### Clock nets, run 1

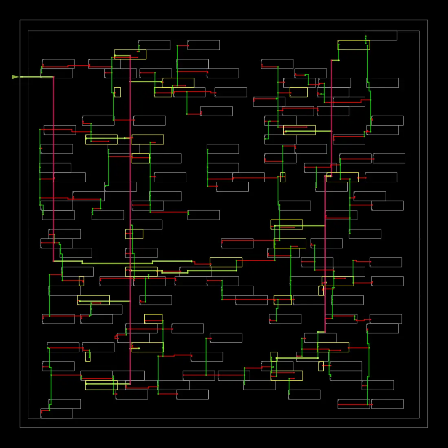
### Floorplan with the power grid, run 1

(3 px per um) Pins as bars on the die edge.
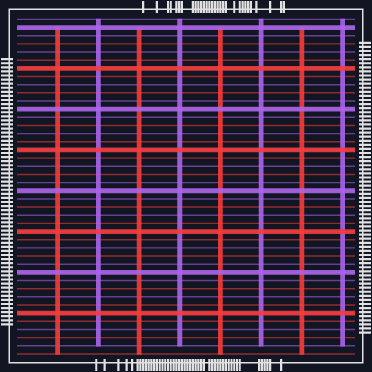
### Met2 routing, run 1

(3 px per um)
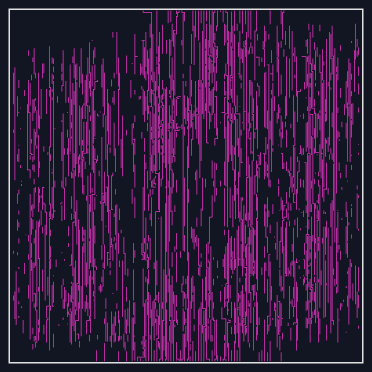
### Local utilization, run 1

(3 px per um) The die is cut into 12 by 12 equal tiles; black is low, pale yellow is high, 0 to 100% covered.
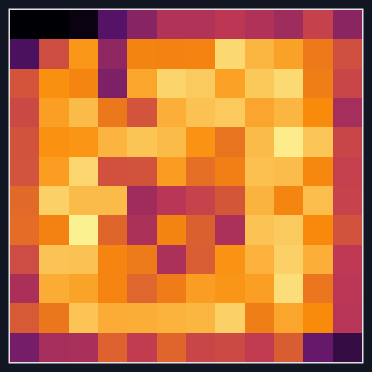
**src/rtl/mem_stage.sv**
```systemverilog
// Memory pipeline stage: issues one data-memory access at a time, stalls upstream until
// ack or timeout, and registers the MEM/WB result plus one-cycle fault pulses.
module mem_stage #(
    parameter int unsigned TIMEOUT = 16
) (
    input  logic        clk,
    input  logic        reset,
    input  logic [31:0] result_EXMEM,
    input  logic [31:0] writeData_EXMEM,
    input  logic [4:0]  rd_EXMEM,
    input  logic        regWrite_EXMEM,
    input  logic        memRead_EXMEM,
    input  logic        memWrite_EXMEM,
    input  logic        memToReg_EXMEM,
    input  logic        valid_EXMEM,
    output logic        dmem_req,
    output logic        dmem_we,
    output logic [31:0] dmem_addr,
    output logic [31:0] dmem_wdata,
    input  logic        dmem_ack,
    input  logic [31:0] dmem_rdata,
    output logic        stall,
    output logic [4:0]  rd_MEMWB,
    output logic        regWrite_MEMWB,
    output logic [31:0] valueToWB,
    output logic        misaligned,
    output logic        busError
);

    typedef enum logic {StIdle, StAccess} state_e;

    localparam logic [7:0] CntLast = 8'(TIMEOUT - 1);

    state_e      state_q, state_d;
    logic [7:0]  cnt_q, cnt_d;
    logic [31:0] addr_q, addr_d;
    logic [31:0] wdata_q, wdata_d;
    logic        we_q, we_d;
    logic [4:0]  rd_q, rd_d;
    logic        rw_q, rw_d;
    logic        m2r_q, m2r_d;

    logic [4:0]  wb_rd_q, wb_rd_d;
    logic        wb_rw_q, wb_rw_d;
    logic [31:0] wb_val_q, wb_val_d;
    logic        mis_q, mis_d;
    logic        berr_q, berr_d;

    logic        mem_op;
    logic        aligned;
    logic        timeout_hit;
    logic        stall_c;

    assign mem_op      = valid_EXMEM & (memRead_EXMEM | memWrite_EXMEM);
    assign aligned     = (result_EXMEM[1:0] == 2'b00);
    assign timeout_hit = (cnt_q == CntLast);

    always_comb begin
        state_d  = state_q;
        cnt_d    = cnt_q;
        addr_d   = addr_q;
        wdata_d  = wdata_q;
        we_d     = we_q;
        rd_d     = rd_q;
        rw_d     = rw_q;
        m2r_d    = m2r_q;
        wb_rd_d  = wb_rd_q;
        wb_rw_d  = 1'b0;
        wb_val_d = wb_val_q;
        mis_d    = 1'b0;
        berr_d   = 1'b0;
        stall_c  = 1'b0;

        unique case (state_q)
            StIdle: begin
                if (mem_op && aligned) begin
                    stall_c = 1'b1;
                    state_d = StAccess;
                    cnt_d   = 8'd0;
                    addr_d  = result_EXMEM;
                    wdata_d = writeData_EXMEM;
                    we_d    = memWrite_EXMEM;
                    rd_d    = rd_EXMEM;
                    rw_d    = regWrite_EXMEM;
                    m2r_d   = memToReg_EXMEM;
                end else if (mem_op) begin
                    mis_d = 1'b1;
                end else begin
                    wb_rd_d  = rd_EXMEM;
                    wb_rw_d  = regWrite_EXMEM & valid_EXMEM;
                    wb_val_d = result_EXMEM;
                end
            end
            StAccess: begin
                // Ack takes priority over an expiring timeout.
                if (dmem_ack) begin
                    state_d  = StIdle;
                    wb_rd_d  = rd_q;
                    wb_rw_d  = rw_q & ~we_q;
                    wb_val_d = m2r_q ? dmem_rdata : addr_q;
                end else if (timeout_hit) begin
                    state_d = StIdle;
                    berr_d  = 1'b1;
                end else begin
                    stall_c = 1'b1;
                    cnt_d   = cnt_q + 8'd1;
                end
            end
            default: state_d = StIdle;
        endcase
    end

    always_ff @(posedge clk or negedge reset) begin
        if (!reset) begin
            state_q  <= StIdle;
            cnt_q    <= 8'd0;
            addr_q   <= 32'd0;
            wdata_q  <= 32'd0;
            we_q     <= 1'b0;
            rd_q     <= 5'd0;
            rw_q     <= 1'b0;
            m2r_q    <= 1'b0;
            wb_rd_q  <= 5'd0;
            wb_rw_q  <= 1'b0;
            wb_val_q <= 32'd0;
            mis_q    <= 1'b0;
            berr_q   <= 1'b0;
        end else begin
            state_q  <= state_d;
            cnt_q    <= cnt_d;
            addr_q   <= addr_d;
            wdata_q  <= wdata_d;
            we_q     <= we_d;
            rd_q     <= rd_d;
            rw_q     <= rw_d;
            m2r_q    <= m2r_d;
            wb_rd_q  <= wb_rd_d;
            wb_rw_q  <= wb_rw_d;
            wb_val_q <= wb_val_d;
            mis_q    <= mis_d;
            berr_q   <= berr_d;
        end
    end

    // Request port is zeroed whenever no access is outstanding.
    assign dmem_req   = (state_q == StAccess);
    assign dmem_we    = dmem_req & we_q;
    assign dmem_addr  = dmem_req ? addr_q : 32'd0;
    assign dmem_wdata = dmem_req ? wdata_q : 32'd0;

    assign stall          = stall_c & reset;
    assign rd_MEMWB       = wb_rd_q;
    assign regWrite_MEMWB = wb_rw_q;
    assign valueToWB      = wb_val_q;
    assign misaligned     = mis_q;
    assign busError       = berr_q;

endmodule

```
**config.mk**
```make
export PLATFORM = sky130hd
export DESIGN_NAME = mem_stage
export DESIGN_NICKNAME = d
export VERILOG_FILES = /design/src/rtl/mem_stage.sv
export SDC_FILE = /design/constraint.sdc
export NUM_CORES = 1
export LEC_CHECK = 0
export CORE_MARGIN = 2
export CORE_UTILIZATION = 45
export CTS_CLUSTER_SIZE = 25
export DETAILED_ROUTE_END_ITERATION = 6
export GPL_TIMING_DRIVEN = 0
export PLACE_DENSITY = 0.81
export SYNTH_ARGS = -nofsm -noshare
export SYNTH_HDL_FRONTEND = slang
export SYNTH_SLANG_ARGS = --single-unit
```
**constraint.sdc**
```tcl
create_clock -name clk -period 1.8 [get_ports clk]
set_input_delay 0.45 -clock clk [delete_from_list [all_inputs] [get_ports clk]]
set_output_delay 0.45 -clock clk [all_outputs]
set_load 0.005 [all_outputs]
```
==> impl_table.tex, run 1 <==
% Generated from flow reports
\begin{tabular}{lr}
\hline
Metric & Value \\
\hline
\multicolumn{2}{l}{\textbf{Pwr}} \\
\quad VDD IR-drop max & 751 uV \\
\quad Reported sequential group power & around 4.6 mW \\
\quad Internal power of the cells & $\sim$9.7 mW \\
\quad Switching Share & approximately a third \\
\quad Power share of the combinational group & between 40\% and 50\% \\
\multicolumn{2}{l}{\textbf{Place}} \\
\quad RePlAce Congestion & 0.781 \\
\quad Setup Slack @ Placement & -1.18 ns \\
\quad Placement Cell Area & between 8000 and 9000 um\^{}2 \\
\multicolumn{2}{l}{\textbf{Floorplanning}} \\
\quad Placeable Area & approximately 13000 um\^{}2 \\
\quad Pre-Place Util & a little under half \\
\quad Row cnt & a little over 40 \\
\quad Top-level I/O count & 216 \\
\multicolumn{2}{l}{\textbf{CTS}} \\
\quad Number of levels in the clock H-tree & 4 \\
\quad Clock sinks & 121 \\
\quad Maximum clock path buffer count & 2 \\
\quad TritonCTS clock tree & yes \\
\quad Number of buffers added for setup after CTS & 18 \\
\multicolumn{2}{l}{\textbf{Detailed routing}} \\
\quad WL met2 & just under 10 mm \\
\quad Highest layer used for signal routing & met4 \\
\quad WL met1 & between 7 and 8 mm \\
\quad Remaining number of nets flagged by the antenna check after routing & 0 \\
\quad DRC Markers & 0 \\
\quad Total vias in the final route & 5620 \\
\quad Average via count per standard cell & about 5.1 \\
\multicolumn{2}{l}{\textbf{Finish}} \\
\quad Number of ordinary and repair buffers in the finished layout & 284 \\
\quad Combinational gate area & approximately 2700 um\^{}2 \\
\quad Clock buffer count & 28 \\
\quad Post-Layout Cell Count & around 1100 \\
\quad Non-clock buffer share of cell area & just over 30\% \\
\quad Post-route core utilization & 74.8\% \\
\quad Area Overhead vs Synth & 62.4\% \\
\quad Multi-input gate share of the layout cell area & $\sim$29\% \\
\quad Number of fillers in the final layout & around 940 \\
\quad Layout net count & around 1000 \\
\multicolumn{2}{l}{\textbf{Setup path}} \\
\quad Largest incremental delay on the critical path & approximately 0.50 ns \\
\quad Launching element of the worst setup path & memRead\_EXMEM \\
\quad Sort of element at the end of the critical path & output pin \\
\quad Largest fanout on the critical path & 5 \\
\quad Slowest cell on the critical path & clkdlybuf4s50\_1 \\
\quad CP arrival & around 1.7 ns \\
\multicolumn{2}{l}{\textbf{Run status}} \\
\quad Outcome & finished with violations \\
\quad Violated checks & negative setup slack \\
\multicolumn{2}{l}{\textbf{Timing}} \\
\quad Worst Hold Slack & between 0.01 and 0.015 ns \\
\quad TNS Setup & -8.76 ns \\
\quad Final setup violation count & about 66 \\
\quad Worst relative slew slack & 59.9\% \\
\quad Worst setup margin & -0.348 ns \\
\quad Slew of the pin with the lowest slew margin & 0.602 ns \\
\multicolumn{2}{l}{\textbf{Logic synthesis}} \\
\quad Number of library cell types mapped by synthesis & roughly 43 \\
\quad EDFF count, synth & 0 \\
\quad Area fraction in xor and xnor cells & less than 1\% \\
\quad Simple-gate share of the synthesized area & around 29\% \\
\quad Warning count from the yosys run & 0 \\
\quad Mapped Cells & between 600 and 700 \\
\quad Sequential cell area fraction in the yosys report & a little over half \\
\quad Synth top area cells & dfrtp\_1 52\%, nand2\_1 18\%, and2\_1 7.2\% \\
\quad Chip area line of the yosys report & about 5800 um\^{}2 \\
\quad Biggest combinational cell group after synthesis & simple AND/OR/NAND/NOR gates \\
\quad Async set or reset register ratio after synthesis & 100\% \\
\multicolumn{2}{l}{\textbf{Flow run}} \\
\quad OpenROAD warnings & 28 \\
\quad Max-capacitance violation count & 0 \\
\multicolumn{2}{l}{\textbf{Worst hold path}} \\
\quad Worst hold-check path type & primary input to async pin \\
\multicolumn{2}{l}{\textbf{Global route}} \\
\quad Wire length of the first global-routing pass & around 31 mm \\
\quad Grt met1 use & between 30\% and 40\% \\
\quad Grt ovf & 0 \\
\quad Initial antenna violation count & 0 \\
\hline
\end{tabular}
Notes on 'Clock nets' above:
clock-net power: 3.09 mW
number of flip-flops and latches: 121
number of clock buffers inserted by TritonCTS: 17
Fin Clk Skew: 0.00674 ns

Notes on 'Floorplan with the power grid' above:
| color | net |
|---|---|
| red | VSS |
| purple | VDD |
met1 rails: 42
met4 straps: 8
met5 straps: 8
rows: 41

Notes on 'Met2 routing' above:
main direction: vertical
share of all routed wire: 50%
nets with wire on the layer: 861
wire length on this layer: 9730 um

Notes on 'Local utilization' above:
tiles over 75% full: 41%
emptiest ninth of the die: north-west
fullest tile: 97%

==> run 2: changes to the inputs <==
--- a/config.mk
+++ b/config.mk
@@ -5,7 +5,7 @@
 export SDC_FILE = /design/constraint.sdc
 export NUM_CORES = 1
 export LEC_CHECK = 0
-export CORE_MARGIN = 2
+export CORE_ASPECT_RATIO = 2
 export CORE_UTILIZATION = 45
 export CTS_CLUSTER_SIZE = 25
 export DETAILED_ROUTE_END_ITERATION = 6
==> constraint.sdc (replaced) <==
create_clock -name clk -period 1.8 [get_ports clk]
set_input_delay 0.45 -clock clk [delete_from_list [all_inputs] [get_ports clk]]
set_output_delay 0.45 -clock clk [all_outputs]
set_load 0.02 [all_outputs]
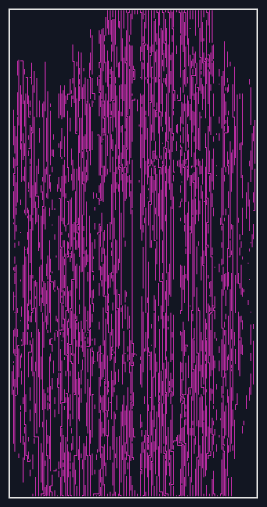
*Met2 routing, run 2*
(3 px per um)
main direction: vertical
wire length on this layer: 11700 um
share of all routed wire: 56%

==> impl_table.tex, run 2 <==
% Generated from flow reports
\begin{tabular}{lr}
\hline
Metric & Value \\
\hline
\multicolumn{2}{l}{\textbf{Run status}} \\
\quad Outcome & finished with violations \\
\quad Violated checks & negative setup slack \\
\multicolumn{2}{l}{\textbf{Timing}} \\
\quad Unrepaired setup endpoints after global routing & yes \\
\quad Ratio of final minimum period to clock period & 122\% \\
\quad Worst relative slew slack & between 30\% and 40\% \\
\quad Achievable frequency & about 450 MHz \\
\quad TNS Setup & -14.23 ns \\
\quad Shortest period the worst path allows & roughly 2.2 ns \\
\quad Worst Hold Slack & 0.0378 ns \\
\quad Final setup violation count & 66 \\
\quad Fin Clk Skew & roughly 0.0056 ns \\
\quad Slew of the pin with the lowest slew margin & about 0.91 ns \\
\quad Worst setup margin & -0.398 ns \\
\multicolumn{2}{l}{\textbf{Setup path}} \\
\quad Slowest cell on the critical path & clkdlybuf4s50\_1 \\
\quad Launching element of the worst setup path & memWrite\_EXMEM \\
\quad Sort of element at the end of the critical path & output pin \\
\quad Source of the worst register-to-register timing path & dmem\_req\$\_DFF\_PN0\_ \\
\quad Largest incremental delay on the critical path & around 0.5 ns \\
\quad CP arrival & roughly 1.8 ns \\
\quad Worst path depth & 6 \\
\quad Largest fanout on the critical path & 5 \\
\multicolumn{2}{l}{\textbf{Finish}} \\
\quad Combinational gate area & approximately 2800 um\^{}2 \\
\quad Post-Layout Cell Count & between 1000 and 1500 \\
\quad Leading cell kind & non-clock buffers \\
\quad Layout net count & between 1000 and 1500 \\
\quad Clock buffer count & 21 \\
\quad Flop share of the area & between 30\% and 40\% \\
\quad Multi-input gate share of the layout cell area & approximately 28\% \\
\quad Number of fillers in the final layout & between 800 and 900 \\
\quad Final clock-cell share & around 7.1\% \\
\quad Number of flip-flops and latches & 121 \\
\quad Number of ordinary and repair buffers in the finished layout & 293 \\
\quad Layout cells sized above 1 & approximately 27\% \\
\quad Non-clock buffer share of cell area & a little under a third \\
\quad Sequential cell area in the final layout & 3030 um\^{}2 \\
\quad Post-route core utilization & between 70\% and 80\% \\
\quad Area Overhead vs Synth & 69.3\% \\
\multicolumn{2}{l}{\textbf{Logic synthesis}} \\
\quad EDFF count, synth & 0 \\
\quad Mapped Cells & between 600 and 700 \\
\quad Chip area line of the yosys report & slightly below 6000 um\^{}2 \\
\quad Biggest combinational cell group after synthesis & simple AND/OR/NAND/NOR gates \\
\quad Warning count from the yosys run & 0 \\
\quad Area fraction in xor and xnor cells & 0.454\% \\
\quad Async set or reset register ratio after synthesis & 100\% \\
\quad Mean cell area of the mapped netlist & just under 9 um\^{}2 \\
\quad Most instantiated library cell after synthesis & nand2\_1 \\
\quad Sequential cell area fraction in the yosys report & between 50\% and 60\% \\
\quad FF+latch count, synth & approximately 120 \\
\quad Adder Share, Synth & 0.216\% \\
\quad Simple-gate share of the synthesized area & between 20\% and 30\% \\
\quad List of most frequent post-synthesis cells & 278 x nand2\_1, 121 x dfrtp\_1, 67 x and2\_1 \\
\quad Number of library cell types mapped by synthesis & 43 \\
\quad Synth top area cells & dfrtp\_1 52\%, nand2\_1 18\%, and2\_1 7.2\% \\
\multicolumn{2}{l}{\textbf{CTS}} \\
\quad Number of buffers added for setup after CTS & 15 \\
\quad Number of levels in the clock H-tree & 4 \\
\quad Number of clock buffers inserted by TritonCTS & 17 \\
\quad Maximum clock path buffer count & 2 \\
\quad Clock sinks & around 120 \\
\quad TritonCTS clock tree & yes \\
\multicolumn{2}{l}{\textbf{Flow run}} \\
\quad OpenROAD warnings & 30 \\
\quad Max-capacitance violation count & 0 \\
\multicolumn{2}{l}{\textbf{Floorplanning}} \\
\quad Top-level I/O count & between 200 and 250 \\
\quad Placeable Area & 12600 um\^{}2 \\
\quad Row cnt & a little under 60 \\
\quad Pre-Place Util & between 40\% and 50\% \\
\multicolumn{2}{l}{\textbf{Detailed routing}} \\
\quad WL met1 & a little under 7 mm \\
\quad Remaining number of nets flagged by the antenna check after routing & 0 \\
\quad DRC Markers & 0 \\
\quad Average via count per standard cell & between 5 and 6 \\
\quad WL met2 & $\sim$12 mm \\
\quad Total vias in the final route & 5784 \\
\quad Highest layer used for signal routing & met4 \\
\quad Total detailed-routing wirelength & around 21 mm \\
\quad Drt pass-1 iters & 6 \\
\multicolumn{2}{l}{\textbf{Pwr}} \\
\quad Switching Share & between 30\% and 40\% \\
\quad Reported sequential group power & 4.61 mW \\
\quad Clock-net power & 3.99 mW \\
\quad Power share of the combinational group & 47.5\% \\
\quad VDD IR-drop max & roughly 1200 uV \\
\quad Internal power of the cells & around 10 mW \\
\quad Switching power total & 6.03 mW \\
\quad Portion of total power attributed to sequential cells & between 20\% and 30\% \\
\multicolumn{2}{l}{\textbf{Global route}} \\
\quad Grt ovf & 0 \\
\quad Met3 layer usage reported by global route & 6.67\% \\
\quad Initial antenna violation count & 1 \\
\quad Grt met1 use & 31.5\% \\
\quad Wire length of the first global-routing pass & 30.7 mm \\
\multicolumn{2}{l}{\textbf{Worst hold path}} \\
\quad Worst hold-check path type & primary input to async pin \\
\multicolumn{2}{l}{\textbf{Place}} \\
\quad Setup Slack @ Placement & -1.28 ns \\
\quad Placement Cell Area & 8170 um\^{}2 \\
\quad RePlAce Congestion & just over 0.8 \\
\hline
\end{tabular}
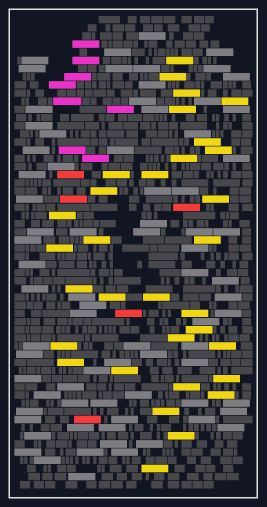
*Sequential cells grouped by signal name, run 2*
(3 px per um) Other sequential cells in the stronger gray, the rest of the logic in the fainter gray.
| color | netlist name | sequential cells |
|---|---|---|
| yellow | addr_q | 32 |
| magenta | cnt_q | 8 |
| red | rd_MEMWB | 5 |
not colored: 76

No activity file was given, so power comes from the tool's default toggle rates.
